Figure 1. Register map, names as in the netlist (run 1).
Scale: 3 px per um. Other sequential cells in the stronger gray, the rest of the logic in the fainter gray.
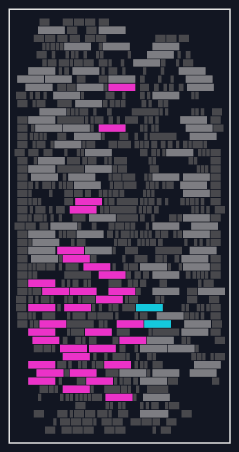
Figure 2. Wiring heat map (run 1).
Scale: 3 px per um. 15 x 29 tiles, from black (low) to pale yellow (high), scaled to the fullest tile. Values are wire area over tile area, all layers added.
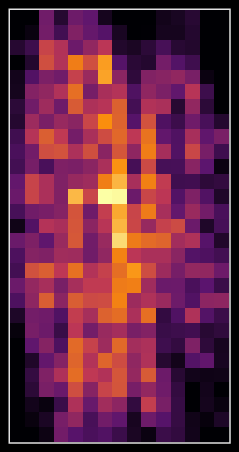
Figure 3. Cell sizes after repair (run 1).
Scale: 4 px per um.
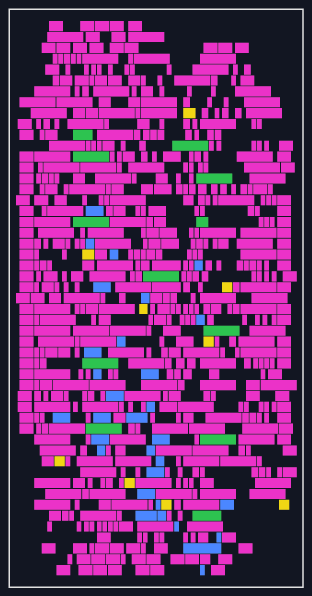
===== src/rtl/alu_word_sequencer.sv =====
// Word-serial ALU engine: runs an NSLICE x WIDTH command one slice per clock, LSB slice first.
// Optional macro ALU_WORD_SEQUENCER_OVF_EN adds a registered two's-complement overflow flag (out_ovf).
module alu_word_sequencer #(
    parameter int unsigned WIDTH  = 8,
    parameter int unsigned NSLICE = 4
) (
    input  logic                      clk,
    input  logic                      rst_n,
    input  logic                      in_valid,
    output logic                      in_ready,
    input  logic [WIDTH*NSLICE-1:0]   in_a,
    input  logic [WIDTH*NSLICE-1:0]   in_b,
    input  logic                      in_cin,
    input  logic [1:0]                in_op,
    output logic                      out_valid,
    input  logic                      out_ready,
    output logic [WIDTH*NSLICE-1:0]   out_result,
    output logic                      out_cout,
`ifdef ALU_WORD_SEQUENCER_OVF_EN
    output logic                      out_ovf,
`endif
    output logic                      busy
);

    localparam int unsigned W     = WIDTH * NSLICE;
    localparam int unsigned IDX_W = $clog2(NSLICE);
    localparam logic [IDX_W-1:0] LAST_IDX = IDX_W'(NSLICE - 1);

    localparam logic [1:0] OP_ADD = 2'b00;
    localparam logic [1:0] OP_SUB = 2'b01;
    localparam logic [1:0] OP_AND = 2'b10;
    localparam logic [1:0] OP_OR  = 2'b11;

    typedef enum logic [1:0] {
        IDLE = 2'd0,
        RUN  = 2'd1,
        DONE = 2'd2
    } state_t;

    state_t             state;
    state_t             state_next;
    logic               load;
    logic               step;
    logic               last;

    logic [W-1:0]       a_q;
    logic [W-1:0]       b_q;
    logic [1:0]         op_q;
    logic               carry_q;
    logic [IDX_W-1:0]   idx_q;

    logic [WIDTH-1:0]   a_k;
    logic [WIDTH-1:0]   b_k;
    logic [WIDTH-1:0]   b_eff;
    logic [WIDTH:0]     sum;
    logic [WIDTH-1:0]   r_k;
    logic               c_k;
`ifdef ALU_WORD_SEQUENCER_OVF_EN
    logic [WIDTH-1:0]   low_sum;
    logic               ovf_k;
`endif

    // State register
    always_ff @(posedge clk or negedge rst_n) begin
        if (!rst_n) state <= IDLE;
        else        state <= state_next;
    end

    // Next-state and datapath strobes
    always_comb begin
        state_next = state;
        load       = 1'b0;
        step       = 1'b0;
        last       = 1'b0;
        case (state)
            IDLE: begin
                if (in_valid) begin
                    load       = 1'b1;
                    state_next = RUN;
                end
            end
            RUN: begin
                step = 1'b1;
                if (idx_q == LAST_IDX) begin
                    last       = 1'b1;
                    state_next = DONE;
                end
            end
            DONE: begin
                if (out_ready) state_next = IDLE;
            end
            default: state_next = IDLE;
        endcase
    end

    // Handshake/status flags registered from the next state so they track state exactly
    always_ff @(posedge clk or negedge rst_n) begin
        if (!rst_n) begin
            in_ready  <= 1'b1;
            busy      <= 1'b0;
            out_valid <= 1'b0;
        end else begin
            in_ready  <= (state_next == IDLE);
            busy      <= (state_next != IDLE);
            out_valid <= (state_next == DONE);
        end
    end

    // Slice ALU; operands shift down so the active slice is always the low WIDTH bits
    always_comb begin
        a_k   = a_q[WIDTH-1:0];
        b_k   = b_q[WIDTH-1:0];
        b_eff = (op_q == OP_SUB) ? ~b_k : b_k;
        sum   = {1'b0, a_k} + {1'b0, b_eff} + {{WIDTH{1'b0}}, carry_q};
        r_k   = sum[WIDTH-1:0];
        c_k   = sum[WIDTH];
        case (op_q)
            OP_AND: begin
                r_k = a_k & b_k;
                c_k = 1'b0;
            end
            OP_OR: begin
                r_k = a_k | b_k;
                c_k = 1'b0;
            end
            default: ;
        endcase
    end

`ifdef ALU_WORD_SEQUENCER_OVF_EN
    // Carry into the slice MSB, compared against carry out of it
    always_comb begin
        low_sum = {1'b0, a_k[WIDTH-2:0]} + {1'b0, b_eff[WIDTH-2:0]}
                + {{(WIDTH-1){1'b0}}, carry_q};
        ovf_k   = (op_q == OP_ADD || op_q == OP_SUB) ? (low_sum[WIDTH-1] ^ sum[WIDTH]) : 1'b0;
    end
`endif

    // Operand/result shift registers and carry chain
    always_ff @(posedge clk or negedge rst_n) begin
        if (!rst_n) begin
            a_q        <= '0;
            b_q        <= '0;
            op_q       <= OP_ADD;
            carry_q    <= 1'b0;
            idx_q      <= '0;
            out_result <= '0;
            out_cout   <= 1'b0;
`ifdef ALU_WORD_SEQUENCER_OVF_EN
            out_ovf    <= 1'b0;
`endif
        end else if (load) begin
            a_q     <= in_a;
            b_q     <= in_b;
            op_q    <= in_op;
            carry_q <= in_cin;
            idx_q   <= '0;
        end else if (step) begin
            a_q        <= a_q >> WIDTH;
            b_q        <= b_q >> WIDTH;
            out_result <= {r_k, out_result[W-1:WIDTH]};
            carry_q    <= c_k;
            idx_q      <= last ? '0 : idx_q + IDX_W'(1);
            if (last) begin
                out_cout <= c_k;
`ifdef ALU_WORD_SEQUENCER_OVF_EN
                out_ovf  <= ovf_k;
`endif
            end
        end
    end

endmodule


===== config.mk =====
export PLATFORM = sky130hd
export DESIGN_NAME = alu_word_sequencer
export DESIGN_NICKNAME = d
export VERILOG_FILES = /design/src/rtl/alu_word_sequencer.sv
export SDC_FILE = /design/constraint.sdc
export NUM_CORES = 1
export LEC_CHECK = 0
export ABC_AREA = 1
export CAP_MARGIN = 20
export CORE_ASPECT_RATIO = 2
export CORE_UTILIZATION = 50
export DETAILED_ROUTE_END_ITERATION = 16
export GPL_ROUTABILITY_DRIVEN = 1
export PLACE_DENSITY = 0.83
export SLEW_MARGIN = 5
export SYNTH_ARGS = -nofsm -noshare
export SYNTH_HDL_FRONTEND = slang
export SYNTH_SLANG_ARGS = --single-unit

===== constraint.sdc =====
create_clock -name clk -period 4.1 [get_ports clk]
set_input_delay 0.82 -clock clk [delete_from_list [all_inputs] [get_ports clk]]
set_output_delay 0.82 -clock clk [all_outputs]
set_load 0.01 [all_outputs]

==> GITHUB_STEP_SUMMARY, run 1 <==
### Yosys + OpenROAD results

| Metric | Value |
|---|---|
| Outcome | `completed` |
| N_diodes | `0` |
| Initial antenna violation count | `0` |
| Max-Cap Viols | `0` |
| Sink Count | `107` |
| Post-CTS Setup Bufs | `0` |
| Post-route ant nets | `0` |
| Commonest Layout Cell | `nand2_1` |
| Tmin final | `2.87 ns` |
| Top sig layer | `met4` |
| Drt total wl | `11500 um` |
| Worst skew pair latency | `0.34 ns` |
| Fin area | `0.00639 mm2` |
| Final number of setup-violating endpoints | `0` |
| CTS Hold Buffers Added | `0` |
| R2r setup slk | `1.23 ns` |
| Slew Viols, Final | `0` |
| Gate Area | `0.00186 mm2` |
| Highest clock rate | `349 MHz` |
| Met3 Wirelength | `387 um` |
| Fin crit share | `0.700` |
| FF/Latch Area | `0.00268 mm2` |
| Reg-to-reg critical path startpoint | `op_q[1]` |
| Root buf cell | `clkbuf_16` |
| Post-synth seq share | `0.531` |
| Comb pwr | `2.82 mW` |
| Cell-internal power | `3.14 mW` |
| M1 wire length | `4370 um` |
| Tool warnings | `26` |
| Final #Nets | `721` |
| Row count | `51` |
| Avg Cell Area, Syn | `9.25 um2` |
| Fp util | `0.517` |
| Port bufs | `106` |
| TritonCTS clock tree | `built` |
| GR Util met3 | `0.0383` |
| CP Launch Type | `flip-flop` |
| Crit path kind | `flip-flop to flip-flop` |
| DRC Markers | `0` |
| Die ar. | `0.0105 mm2` |
| Synth warn | `0` |
| Seq. pwr | `1.83 mW` |
| Final hold viol count | `0` |
| CTS resizes | `0` |
| Post-Syn Area | `0.00505 mm2` |
| CTS Buf Count | `9` |
| Net count after synthesis | `627` |
| Biggest consumer | `combinational logic` |
| Peak VDD IR | `0.402 mV` |
| Lkg Pwr | `2.93 nW` |
| Slew margin rel. | `0.315` |
| Starting DRT DRC Count | `196` |
| Vias per cell | `5.24` |
| First-pass GRT wire length | `19000 um` |
| RSZ-0062 raised after global routing | `no` |
| TNS Setup | `0 ns` |
| Unique cell types | `37` |
| Pin count of the biggest net entering global routing | `78` |
| H-tree levels | `3` |
| Number of global-route vias before repair | `4016` |
| Die Span Y | `144 um` |
| Wirelength per Cell | `14.8 um` |
| Cell count of the worst reg-to-reg path | `10` |
| Design Power | `5.45 mW` |
| Clock skew | `0.00785 ns` |
| GRT Total Usage | `0.238` |
| Clock group power | `807 uW` |
| PD cells | `853 mW/mm2` |
| Grt met2 use | `0.428` |
| CP Max Fanout | `13` |
| Psw | `2.32 mW` |
| Placed Area | `0.00611 mm2` |
| Hold Path Class | `flip-flop to flip-flop` |
| # IOs | `107` |
| Total grt overflow | `0` |
| Ys cells | `546` |
| Gr busiest metal | `met2` |
| Via count | `4072` |
| GR Util met1 | `0.274` |
| Max clock buf depth | `2` |
| Clk pwr share | `0.148` |
| Sequential share of power | `0.336` |
| Placer's final routability congestion estimate | `0.868` |
| Worst EP arrival | `3.09 ns` |
| Crit path from | `op_q[1]` |
| Fill count | `802` |
| Die Span X | `73.1 um` |
| Gate Count Post-Synth | `546` |
| CP required | `4.32 ns` |
| Top Layout Cells | `nand2_1, dfrtp_1, clkdlybuf4s50_1` |
| Area grow syn2layout | `26.6%` |
| Met2 Wirelength | `6430 um` |
| First-pass DRT Iterations | `5` |
| Reg clk slew, reported paths | `0.06 ns` |
| Crit path capture type | `flip-flop` |
| Layout cells sized above 1 | `0.0806` |
| Gate power share | `0.517` |
| Yosys reg bits | `107` |
| Detailed Place HPWL | `8360 um` |
| Worst Setup EP | `out_result[28]` |
| Worst Tran Pin Value | `1.03 ns` |
| Yosys Chip Area | `0.00505 mm2` |
| Core Area | `0.00976 mm2` |
| RR Endpoint | `out_result[28]` |
| Switching Share | `0.424` |
Back to the opening pictures, Figure 1:
Key: cyan = idx_q [placed flops 2]; magenta = a_q [placed flops 32]
Another 73 sequential cells are not colored.

Back to the opening pictures, Figure 2:
The densest ninth of the die: center. The emptiest ninth of the die: south-east. The fullest tile reaches 0.53. The mean over all tiles is 0.17. 8.0% of the tiles are nearly empty.

Back to the opening pictures, Figure 3:
Key: blue = _2 cells [cells 31, share 4.8%, most used o211ai_2]; magenta = _0 and _1 cells [cells 593, share 92%, most used nand2_1]; green = _6 and larger [cells 12, share 1.9%, most used clkbuf_16]; yellow = _3 and _4 cells [cells 9, share 1.4%, most used buf_4]

==> run 1: worst min-delay path by stage <==
stage | from | endpoint | slack (ns) | cells after the start
floorplan | a_q[18] | a_q[10] | 0.46 | 2
global placement | out_result[6] | out_result[6] | 0.45 | 2
detailed placement | out_result[2] | out_result[2] | 0.46 | 2
CTS | out_result[7] | out_result[7] | 0.47 | 2
global route | out_result[2] | out_result[2] | 0.49 | 2
finish | out_result[7] | out_result[7] | 0.47 | 2
==> run 1: registers in the layout (all words and copies together) (netlist names) <==
name and flops:
a_q 32, b_q 32, busy 1, carry_q 1
idx_q 2, in_ready 1, op_q 2, out_cout 1
out_result 32, out_valid 1, state 2
==> run 1: through the flow <==
step / util / hold WS (ns) / worst slack (ns) / cells
3_3_place_gp: 0.626 / 0.453 / 1.36 / 761
6_report: 0.655 / 0.468 / 1.23 / 777
5_1_grt: 0.655 / 0.493 / 1.07 / 777
2_1_floorplan: - / 0.461 / 1.78 / 546
4_1_cts: 0.655 / 0.473 / 1.24 / 777
3_5_place_dp: 0.626 / 0.458 / 1.28 / 761
==> run 1: Yosys cell counts <==
master / count / share of area
o211ai_2: 11 / 0.027
o211ai_1: 1 / 0.0015
dfstp_2: 1 / 0.0052
o221ai_2: 2 / 0.0059
dfrtp_1: 106 / 0.53
a22oi_1: 1 / 0.0015
a21oi_1: 13 / 0.013
fa_1: 2 / 0.0079
o31ai_1: 3 / 0.0045
inv_4: 1 / 0.0012
nand2_1: 144 / 0.11
nor2_1: 15 / 0.011
buf_4: 3 / 0.0045
nand2_2: 10 / 0.012
o221ai_1: 34 / 0.059
nand3_1: 14 / 0.014
nand4_1: 2 / 0.0025
o21ai_1: 20 / 0.020
buf_2: 6 / 0.0059
a22o_1: 1 / 0.0017
buf_6: 7 / 0.016
nor2_8: 1 / 0.0040
a41oi_1: 1 / 0.0017
xor2_1: 6 / 0.010
inv_2: 4 / 0.0030
o21ai_0: 27 / 0.027
a31oi_1: 4 / 0.0050
or2_2: 2 / 0.0025
nand3_2: 1 / 0.0020
buf_12: 1 / 0.0040
a21o_1: 1 / 0.0015
o21a_1: 1 / 0.0015
inv_1: 79 / 0.059
ha_1: 8 / 0.020
clkbuf_1: 10 / 0.0074
nand3b_1: 1 / 0.0015
xnor2_1: 2 / 0.0035
==> run 1: cell type report <==
| class | count | share of cell area |
|---|---|---|
| Timing Repair Buffer | 110 | 0.170 |
| Sequential cell | 107 | 0.419 |
| Inverter | 84 | 0.0497 |
| Clock buffer | 12 | 0.0386 |
| Tap cell | 132 | 0.0258 |
| Clock inverter | 4 | 0.00528 |
| Multi-Input combinational cell | 328 | 0.291 |
==> run 1: critical path, stage by stage, from the launching register on <==
cell and delay [ns]:
dfrtp_1 0.43, inv_1 0.37, nand2_2 0.26, xor2_1 0.22, fa_1 0.42, fa_1 0.44, nand2_1 0.09, nand3_1 0.09
or2_2 0.28, nand3_1 0.07, a21oi_1 0.07
==> run 1: logic make-up (layout without fill, tap and decap cells) <==
logic type	count (synthesis)	count (layout)	synth area share
buf+inv	111	210	0.100
fa+ha+maj	10	10	0.0278
simple gates	190	190	0.157
flops	107	107	0.531
compound gates	120	120	0.171
xor+xnor	8	8	0.0139
==> run 2, diff against run 1 <==
==> constraint.sdc (replaced) <==
create_clock -name clk -period 2.88 [get_ports clk]
set_input_delay 0.576 -clock clk [delete_from_list [all_inputs] [get_ports clk]]
set_output_delay 0.576 -clock clk [all_outputs]
set_load 0.01 [all_outputs]
==> GITHUB_STEP_SUMMARY, run 2 <==
### Yosys + OpenROAD results

| Metric | Value |
|---|---|
| Outcome | `completed (unchanged)` |
| H-tree levels | `3 (unchanged)` |
| Row count | `51 (unchanged)` |
| Unique cell types | `37 (unchanged)` |
| Dominant flop cell | `dfrtp_1 (unchanged)` |
| Area share, top type | `0.525 (unchanged)` |
| First-pass DRT Iterations | `4 (was 5)` |
| Post-synth seq share | `0.531 (unchanged)` |
| Psw | `3.28 mW (was 2.32 mW)` |
| Final number of setup-violating endpoints | `0 (unchanged)` |
| Hold Path Class | `input port to async pin (was flip-flop to flip-flop)` |
| Core Area | `0.00976 mm2 (unchanged)` |
| Placed Area | `0.00617 mm2 (was 0.00611 mm2)` |
| Commonest Layout Cell | `nand2_1 (unchanged)` |
| Cell-internal power | `4.60 mW (was 3.14 mW)` |
| Fin crit share | `0.860 (was 0.700)` |
| Pin count of the biggest net entering global routing | `50 (was 78)` |
| Crit path capture type | `flip-flop (unchanged)` |
| N_diodes | `0 (unchanged)` |
| TritonCTS clock tree | `built (unchanged)` |
| Lkg Pwr | `2.99 nW (was 2.93 nW)` |
| Final hold viol count | `0 (unchanged)` |
| GRT Total Usage | `0.241 (was 0.238)` |
| Yosys Chip Area | `0.00505 mm2 (unchanged)` |
| TNS Setup | `0 ns (unchanged)` |
| Fin area | `0.00647 mm2 (was 0.00639 mm2)` |
| Yosys reg bits | `107 (unchanged)` |
| Placer's final routability congestion estimate | `0.888 (was 0.868)` |
| CP required | `3.10 ns (was 4.32 ns)` |
| Fp util | `0.517 (unchanged)` |
| Slew Viols, Final | `0 (unchanged)` |
| Die ar. | `0.0105 mm2 (unchanged)` |
| Max clock buf depth | `2 (unchanged)` |
| Slew margin rel. | `0.608 (was 0.315)` |
| Most common cell in the netlist | `nand2_1 (unchanged)` |
| Worst skew pair latency | `0.35 ns (was 0.34 ns)` |
| CTS Hold Buffers Added | `0 (unchanged)` |
| Sink Count | `107 (unchanged)` |
| Area grow syn2layout | `28.2% (was 26.6%)` |
| Initial antenna violation count | `0 (unchanged)` |
| Reg clk slew, reported paths | `0.07 ns (was 0.06 ns)` |
| Tool warnings | `26 (unchanged)` |
| Post-Syn Area | `0.00505 mm2 (unchanged)` |
| Clock skew | `0.0126 ns (was 0.00785 ns)` |
| Post-CTS Setup Bufs | `0 (unchanged)` |
| Sequential share of power | `0.330 (was 0.336)` |
| Detailed Place HPWL | `8500 um (was 8360 um)` |
| CTS Buf Count | `9 (unchanged)` |
| Post-synth EDFFs | `0 (unchanged)` |
| Port bufs | `106 (unchanged)` |
| Wirelength per Cell | `14.4 um (was 14.8 um)` |
| Root buf cell | `clkbuf_16 (unchanged)` |
| Worst Tran Pin Value | `0.589 ns (was 1.03 ns)` |
| Gate Count Post-Synth | `546 (unchanged)` |
| # IOs | `107 (unchanged)` |
| Commonest cells in the netlist | `nand2_1, dfrtp_1, inv_1 (unchanged)` |
| Die Span Y | `144 um (unchanged)` |
| FFs w/ async S/R, synth | `1.00 (unchanged)` |
| Net count after synthesis | `627 (unchanged)` |
| Highest clock rate | `404 MHz (was 349 MHz)` |
| RR Endpoint | `out_result[28] (unchanged)` |
| Drt total wl | `11300 um (was 11500 um)` |
| Top cells by area | `dfrtp_1, nand2_1, o221ai_1 (unchanged)` |
| Peak VDD IR | `0.747 mV (was 0.402 mV)` |
| CP Launch Type | `flip-flop (unchanged)` |
| Top flop regs | `a_q x32, b_q x32, out_result x32 (unchanged)` |
| Cell count of the worst reg-to-reg path | `10 (unchanged)` |
| Vias per cell | `5.29 (was 5.24)` |
| Final #Nets | `727 (was 721)` |
| DRC Markers | `0 (unchanged)` |
| Clk pwr share | `0.156 (was 0.148)` |
| R2r setup slk | `0.40 ns (was 1.23 ns)` |
| Switching Share | `0.417 (was 0.424)` |
| Top Layout Cells | `nand2_1, dfrtp_1, clkdlybuf4s50_1 (unchanged)` |
| Gate power share | `0.514 (was 0.517)` |
| Avg Cell Area, Syn | `9.25 um2 (unchanged)` |
| RSZ-0062 raised after global routing | `no (unchanged)` |
| Reg-to-reg critical path startpoint | `op_q[1] (unchanged)` |
| Tmin final | `2.48 ns (was 2.87 ns)` |
## run 2: cell counts after synthesis
Identical to the previous run, type by type.
## run 2: power groups by stage
stage | logic [mW] | clock network, mW | registers (mW)
floorplan | 2.82 | 0 | 2.66
global placement | 3.94 | 0 | 2.60
detailed placement | 4.04 | 0 | 2.63
CTS | 4.07 | 1.25 | 2.61
global route | 4.59 | 1.30 | 2.68
finish | 4.05 | 1.23 | 2.60
## run 2: kinds of logic after synthesis
kind of cell	synth area share
xor+xnor	0.0139
simple gates	0.157
buf+inv	0.100
fa+ha+maj	0.0278
compound gates	0.171
flops	0.531
## run 2: stage by stage
stage               total power, mW  hold slack (ns)  std cells   util
floorplan                      5.48            0.280        546      -
global placement               6.54            0.453        767  0.632
detailed placement             6.67            0.458        767  0.632
CTS                            7.92            0.250        783  0.663
global route                   8.58            0.284        783  0.663
finish                         7.88            0.231        783  0.663
## run 2: worst max-delay path: stages (launching register included)
cell and delay, ns:
dfrtp_1 0.43, inv_1 0.10, nand2_2 0.15, xor2_1 0.20
fa_1 0.43, fa_1 0.44, nand2_1 0.10, nand3_1 0.09
or2_2 0.28, nand3_1 0.07, a21oi_1 0.06
## run 2: layout make-up
class / count / area, um2
flip-flops and latches: 107 / 2680
inverters: 84 / 318
clock buffers: 10 / 239
repair buffers: 116 / 1150
fillers: 792 / 3290
well taps: 132 / 165
clock inverters: 6 / 62.6
multi-input cells: 328 / 1860
## run 2: worst max-delay path by stage
stage	start	to	depth (start not counted)
after floorplan	op_q[1]	out_result[28]	10
after global placement	op_q[1]	out_result[28]	10
after detailed placement	op_q[1]	out_result[28]	10
after CTS	op_q[1]	out_result[28]	10
after global routing	op_q[1]	out_result[28]	10
final	op_q[1]	out_result[28]	10
## run 2: routing by layer
layer / track usage / part of all wire / vias up
met3: 0.0376 / 0.031 / 26
met5: 0 / 0 / -
met2: 0.428 / 0.56 / 115
met1: 0.278 / 0.38 / 2016
met4: 0.114 / 0.034 / 0
li1: - / - / 1988
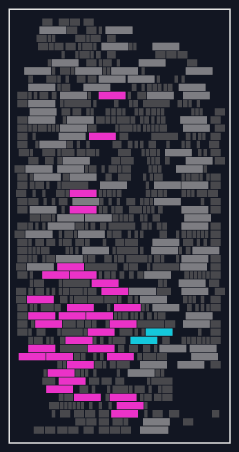
Figure 4: run 2, register map, names as in the netlist.
Scale: 3 px per um. Other sequential cells in the stronger gray, the rest of the logic in the fainter gray.
Key: magenta = a_q [placed flops 32]; cyan = idx_q [placed flops 2]
flop share of the area: 0.414
FF/Latch Area: 0.00268 mm2
Seq. pwr: 2.60 mW

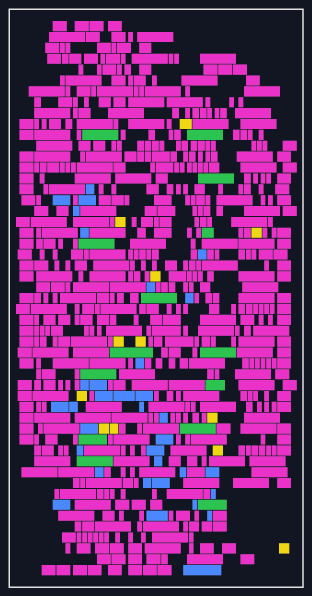
Figure 5: run 2, cell sizes after repair.
Scale: 4 px per um.
Key: green = _6 and larger [cells 14, share 2.2%, most used clkbuf_16]; yellow = _3 and _4 cells [cells 12, share 1.8%, most used buf_4]; magenta = _0 and _1 cells [cells 591, share 91%, most used nand2_1]; blue = _2 cells [cells 34, share 5.2%, most used o211ai_2]

Power and IR drop assume default switching activity.
